m1.png
(8 px per µm) Supply wires on this layer in grey. Cells faint in the background.
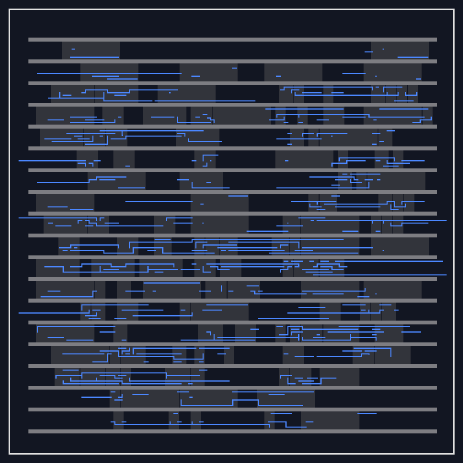
m2.png
(8 px per µm)
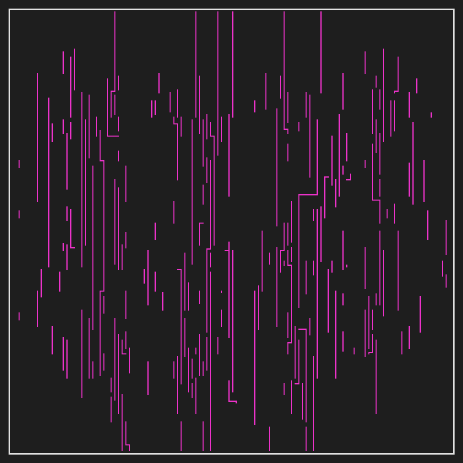
### src/rtl/serial_adder_ctrl_pkg.sv
// serial_add_pkg: state codes and default width shared by the serial adder slice
package serial_add_pkg;
  localparam int N_DEFAULT = 8;
  localparam logic [1:0] S_IDLE = 2'd0;
  localparam logic [1:0] S_RUN  = 2'd1;
  localparam logic [1:0] S_DONE = 2'd2;
endpackage

### src/rtl/serial_adder_ctrl_if.sv
// serial_adder_ctrl_if: operand/result handshake bundle for the serial adder
interface serial_adder_ctrl_if #(parameter int N = 8);
  logic         in_valid;
  logic         in_ready;
  logic [N-1:0] x;
  logic [N-1:0] y;
  logic         c_in;
  logic         out_valid;
  logic         out_ready;
  logic [N-1:0] s;
  logic         c_out;
  logic         busy;
  modport master (output in_valid, x, y, c_in, out_ready,
                  input  in_ready, out_valid, s, c_out, busy);
  modport slave  (input  in_valid, x, y, c_in, out_ready,
                  output in_ready, out_valid, s, c_out, busy);
endinterface

### src/rtl/serial_adder_ctrl_full_adder.sv
// full_adder: one-bit combinational full adder cell
module full_adder (
  input  logic x,
  input  logic y,
  input  logic c_in,
  output logic s,
  output logic c_out
);
  assign s     = x ^ y ^ c_in;
  assign c_out = (x & y) | (c_in & (x ^ y));
endmodule

### src/rtl/serial_adder_ctrl.sv
// serial_adder_ctrl: bit-serial N-bit adder, one full_adder step per clock, LSB first
module serial_adder_ctrl
  import serial_add_pkg::*;
#(
  parameter int N = N_DEFAULT
) (
  input logic clock,
  input logic reset,
  serial_adder_ctrl_if.slave bus
);
  localparam int CW = $clog2(N);
  logic [1:0]    state;
  logic [N-1:0]  xa, yb, acc;
  logic          carry;
  logic [CW-1:0] cnt;
  logic          fa_s, fa_c;
  full_adder fa (.x(xa[0]), .y(yb[0]), .c_in(carry), .s(fa_s), .c_out(fa_c));
  always_ff @(posedge clock) begin
    if (reset) begin
      state <= S_IDLE;
      xa    <= '0;
      yb    <= '0;
      acc   <= '0;
      carry <= 1'b0;
      cnt   <= '0;
    end else if (state == S_IDLE) begin
      if (bus.in_valid) begin
        xa    <= bus.x;
        yb    <= bus.y;
        carry <= bus.c_in;
        cnt   <= '0;
        state <= S_RUN;
      end
    end else if (state == S_RUN) begin
      xa    <= xa >> 1;
      yb    <= yb >> 1;
      acc   <= {fa_s, acc[N-1:1]};
      carry <= fa_c;
      cnt   <= cnt + CW'(1);
      if (cnt == CW'(N - 1)) state <= S_DONE;
    end else if (state == S_DONE) begin
      if (bus.out_ready) state <= S_IDLE;
    end else begin
      state <= S_IDLE;
    end
  end
  assign bus.in_ready  = state == S_IDLE;
  assign bus.out_valid = state == S_DONE;
  assign bus.busy      = state == S_RUN;
  assign bus.s         = acc;
  assign bus.c_out     = carry;
endmodule
### src/flat_wrapper.sv
// flat-port wrapper written by rule: the top's interface ports become plain ports
module serial_adder_ctrl_flat import serial_add_pkg::*;
#(
  parameter int N = N_DEFAULT
)
  (clock, reset, bus_in_valid, bus_x, bus_y, bus_c_in, bus_out_ready, bus_in_ready, bus_out_valid, bus_s, bus_c_out, bus_busy);
  serial_adder_ctrl_if #(.N(N)) bus_i ();
  input logic clock;
  input logic reset;
  input wire logic [$bits(bus_i.in_valid)-1:0] bus_in_valid;
  input wire logic [$bits(bus_i.x)-1:0] bus_x;
  input wire logic [$bits(bus_i.y)-1:0] bus_y;
  input wire logic [$bits(bus_i.c_in)-1:0] bus_c_in;
  input wire logic [$bits(bus_i.out_ready)-1:0] bus_out_ready;
  output wire logic [$bits(bus_i.in_ready)-1:0] bus_in_ready;
  output wire logic [$bits(bus_i.out_valid)-1:0] bus_out_valid;
  output wire logic [$bits(bus_i.s)-1:0] bus_s;
  output wire logic [$bits(bus_i.c_out)-1:0] bus_c_out;
  output wire logic [$bits(bus_i.busy)-1:0] bus_busy;
  assign bus_i.in_valid = bus_in_valid;
  assign bus_i.x = bus_x;
  assign bus_i.y = bus_y;
  assign bus_i.c_in = bus_c_in;
  assign bus_i.out_ready = bus_out_ready;
  assign bus_in_ready = bus_i.in_ready;
  assign bus_out_valid = bus_i.out_valid;
  assign bus_s = bus_i.s;
  assign bus_c_out = bus_i.c_out;
  assign bus_busy = bus_i.busy;
  serial_adder_ctrl #(.N(N)) u_core (.clock(clock), .reset(reset), .bus(bus_i));
endmodule
### config.mk
export PLATFORM = sky130hd
export DESIGN_NAME = serial_adder_ctrl_flat
export DESIGN_NICKNAME = d
export VERILOG_FILES = /design/src/rtl/serial_adder_ctrl_pkg.sv /design/src/rtl/serial_adder_ctrl_if.sv /design/src/rtl/serial_adder_ctrl_full_adder.sv /design/src/rtl/serial_adder_ctrl.sv /design/src/flat_wrapper.sv
export SDC_FILE = /design/constraint.sdc
export NUM_CORES = 1
export LEC_CHECK = 0
export ABC_AREA = 0
export CAP_MARGIN = 5
export CORE_MARGIN = 2
export CORE_UTILIZATION = 50
export CTS_CLUSTER_SIZE = 20
export DETAILED_ROUTE_END_ITERATION = 12
export DONT_BUFFER_PORTS = 1
export RECOVER_POWER = 25
export SLEW_MARGIN = 10
export SYNTH_ARGS = -nofsm -noshare
export SYNTH_HDL_FRONTEND = slang
export SYNTH_SLANG_ARGS = --single-unit
### constraint.sdc
create_clock -name clock -period 1.85 [get_ports clock]
set_input_delay 0.37 -clock clock [delete_from_list [all_inputs] [get_ports clock]]
set_output_delay 0.37 -clock clock [all_outputs]
set_load 0.03 [all_outputs]
==> impl_metrics.json <==
{
  "fin_crit_sh_pct": 88.8,
  "cts_tree": "yes",
  "synthCells": 133,
  "grt_pass1_vias": 964,
  "slew_headroom_pct": 54.1,
  "seq_share_pct": 44.7,
  "final_cell_area_um2": 1340,
  "wl_met1_um": 1100,
  "wire_per_inst_um": 14.9,
  "place_congestion": 0.738,
  "hold_violations": 0,
  "fp.dieW_um": 55.4,
  "critPathRequiredTime_ps": 1480,
  "area_growth_pct": 1.80,
  "cts.sinks": 30,
  "max_stage_delay_ps": 420,
  "layout_setup_ws_ps": 207,
  "fp.dieH_um": 55.4,
  "n_antenna_cell": 0,
  "outcome": "completed",
  "path_clk_slew_ps": 90,
  "buffer_area_share_pct": 1.68,
  "drv_cap": 0,
  "clock_buffers": 7,
  "ys.flops": 30,
  "ir_worst_vdd_v": 0.000539,
  "regArea_um2": 601,
  "area_leaders": "dfxtp_1 45%, o2bb2ai_2 11%, a22oi_1 7.4%, nand2_1 7.4%, a21oi_1 3.4%",
  "power.leakage_nw": 0.502,
  "post-cts-setup-buffer-count": 0,
  "ys_sh_aoi_pct": 30.1,
  "ys_sh_simple_pct": 12.6,
  "cp.arrival_ps": 1270,
  "cts_buffers": 5,
  "seq_cell_count": 30,
  "route.top_layer_used": "met4",
  "edf_count": 0,
  "grt_max_degree": 23,
  "sh_comb_area_pct": 45.3,
  "holdWs_ps": 103,
  "nets": 156,
  "chipArea_um2": 3070,
  "drtIter0Drc": 24,
  "layoutNonFillerInstCount": 163,
  "fin_crit_ps": 1640,
  "cp-end-kind": "output port",
  "met3WireLength_um": 139,
  "dp.cells": 155,
  "post_cts_resized": 0,
  "yosys.stat.seqShare_pct": 45.5,
  "clock_path_buffers": 2,
  "clock_latency_ps": 320,
  "antenna_left": 0,
  "cp_cell_sequence": "nand2b_1 -> inv_4",
  "critPathKind": "flip-flop to output port",
  "well_tap_count": 30,
  "firstDrtPassIters": 4,
  "power_density_nw_per_um2": 910,
  "num_io_pins": 33,
  "utilization_pct": 53.8,
  "max_freq_ghz": 0.609,
  "warnings": 26,
  "postCtsHoldBufs": 0,
  "worstHoldPathType": "primary input to flip-flop",
  "rsz0062_at_grt": "no",
  "drc_errors": 0,
  "clk_share_pct": 4.47,
  "finalClockSkew_ps": 5.99,
  "ys_cells": 133,
  "syn_area_um2": 1320,
  "yosys-top-cells-count": "30 x dfxtp_1, 26 x nand2_1, 13 x a22oi_1, 10 x o2bb2ai_2",
  "antenna_found_initial": 0,
  "top_cell": "dfxtp_1",
  "cts_root_buffer": "clkbuf_4",
  "synthesis.nets": 157,
  "placed_cell_area_um2": 1290,
  "grt.met3_usage_pct": 8.20,
  "grt-busiest-layer": "met2",
  "async_flop_share_pct": 0,
  "port_buffers": 0,
  "crit_slowest_cell": "dfxtp_1",
  "critPathLaunchType": "flip-flop",
  "yosysWarnings": 0,
  "drive_gt1_share_pct": 16.5,
  "wl_met2_um": 1140,
  "cts_max_level": 2,
  "initCoreUtil_pct": 52.8,
  "syn_avg_cell_area_um2": 9.92,
  "slew_violations": 0,
  "regToRegSetupSlack_ps": 300,
  "mux_area_share_pct": 0.758,
  "comb_cells": 89,
  "place_ws_ps": 490,
  "clkPwrFrac_pct": 32.2,
  "worst_slew_pin_slew_ps": 686,
  "combPwrFrac_pct": 9.9,
  "ys_area_um2": 1320,
  "top_area_cell_class": "multi-input combinational cells",
  "layout.area.comb_um2": 609,
  "crit_fanout": 13,
  "ys_sh_xor_pct": 0,
  "netlist.area_leader.share_pct": 45.5,
  "finalPower_mw": 1.22,
  "finalSetupTns_ps": 0,
  "synth_cell_types": 24,
  "grt_pass1_wl_um": 4290,
  "synth_top_cell_by_area": "dfxtp_1",
  "rows": 18,
  "p_switching_mw": 0.317,
  "buffers": 3,
  "n_all_inverters": 3
}
-- m1.png (at the start) --
share of all routed wire = 45%
longest straight run = 19.3 µm
nets with wire on the layer = 143
main direction = horizontal
wire length on this layer = 1100 µm
DR vias: 930
global routing usage on met1: 21.8%
Routed WL: 2420 µm

-- m2.png (at the start) --
nets with wire on the layer = 134
longest straight run = 22.3 µm
share of all routed wire = 47%
main direction = vertical
wire length on this layer = 1140 µm
met2 Use GR: 27.4%

-- final timing paths --
check	from	to	cells after the start
setup reg to reg	u_core.state[0]$_SDFFE_PP0P_	u_core.yb[4]$_SDFFE_PP0P_	3
hold / removal	reset	u_core.bus.s[6]$_SDFFE_PP0P_	1
hold reg to reg	u_core.xa[4]$_SDFFE_PP0P_	u_core.xa[4]$_SDFFE_PP0P_	1
setup / recovery	u_core.state[1]$_SDFFE_PP0P_	bus_busy	2
-- power groups by stage --
stage / Combinational (mW) / Clock (mW) / Sequential [mW]
after floorplan: 0.134 / 0 / 0.715
after global placement: 0.123 / 0 / 0.722
after detailed placement: 0.125 / 0 / 0.723
after CTS: 0.125 / 0.413 / 0.709
after global routing: 0.137 / 0.447 / 0.712
final: 0.121 / 0.395 / 0.708
-- state kept, by name, summed over array words and instances (netlist names) --
signal,cells
u_core.bus.c_out,1
u_core.cnt,3
u_core.xa,8
u_core.yb,8
u_core.bus.s,8
u_core.state,2
-- layout by cell type, fill, tap and decap left out, drive strengths merged, types with 2 or more instances in the layout --
cell type and count:
ha 2, nor2b 2, buf 3, clkbuf 7, a21oi 9, o2bb2ai 10
a32oi 2, dfxtp 30, o21ai 5, nand2 26, inv 3, a22o 5
a22oi 13, nor2 9
-- cell families after synthesis --
family	Yosys count
buffers and inverters	14
multiplexers	1
adder cells (fa/ha/maj)	3
flip-flops	30
AND/OR/NAND/NOR	40
AND-OR/OR-AND	45
-- critical path: cells and delay by family, from the launching register on --
| family | cells | cell delay (ps) |
|---|---|---|
| DFF | 1 | 420 |
| buffers and inverters | 1 | 170 |
| and+or+nand+nor | 1 | 360 |
Power and IR drop assume default switching activity.
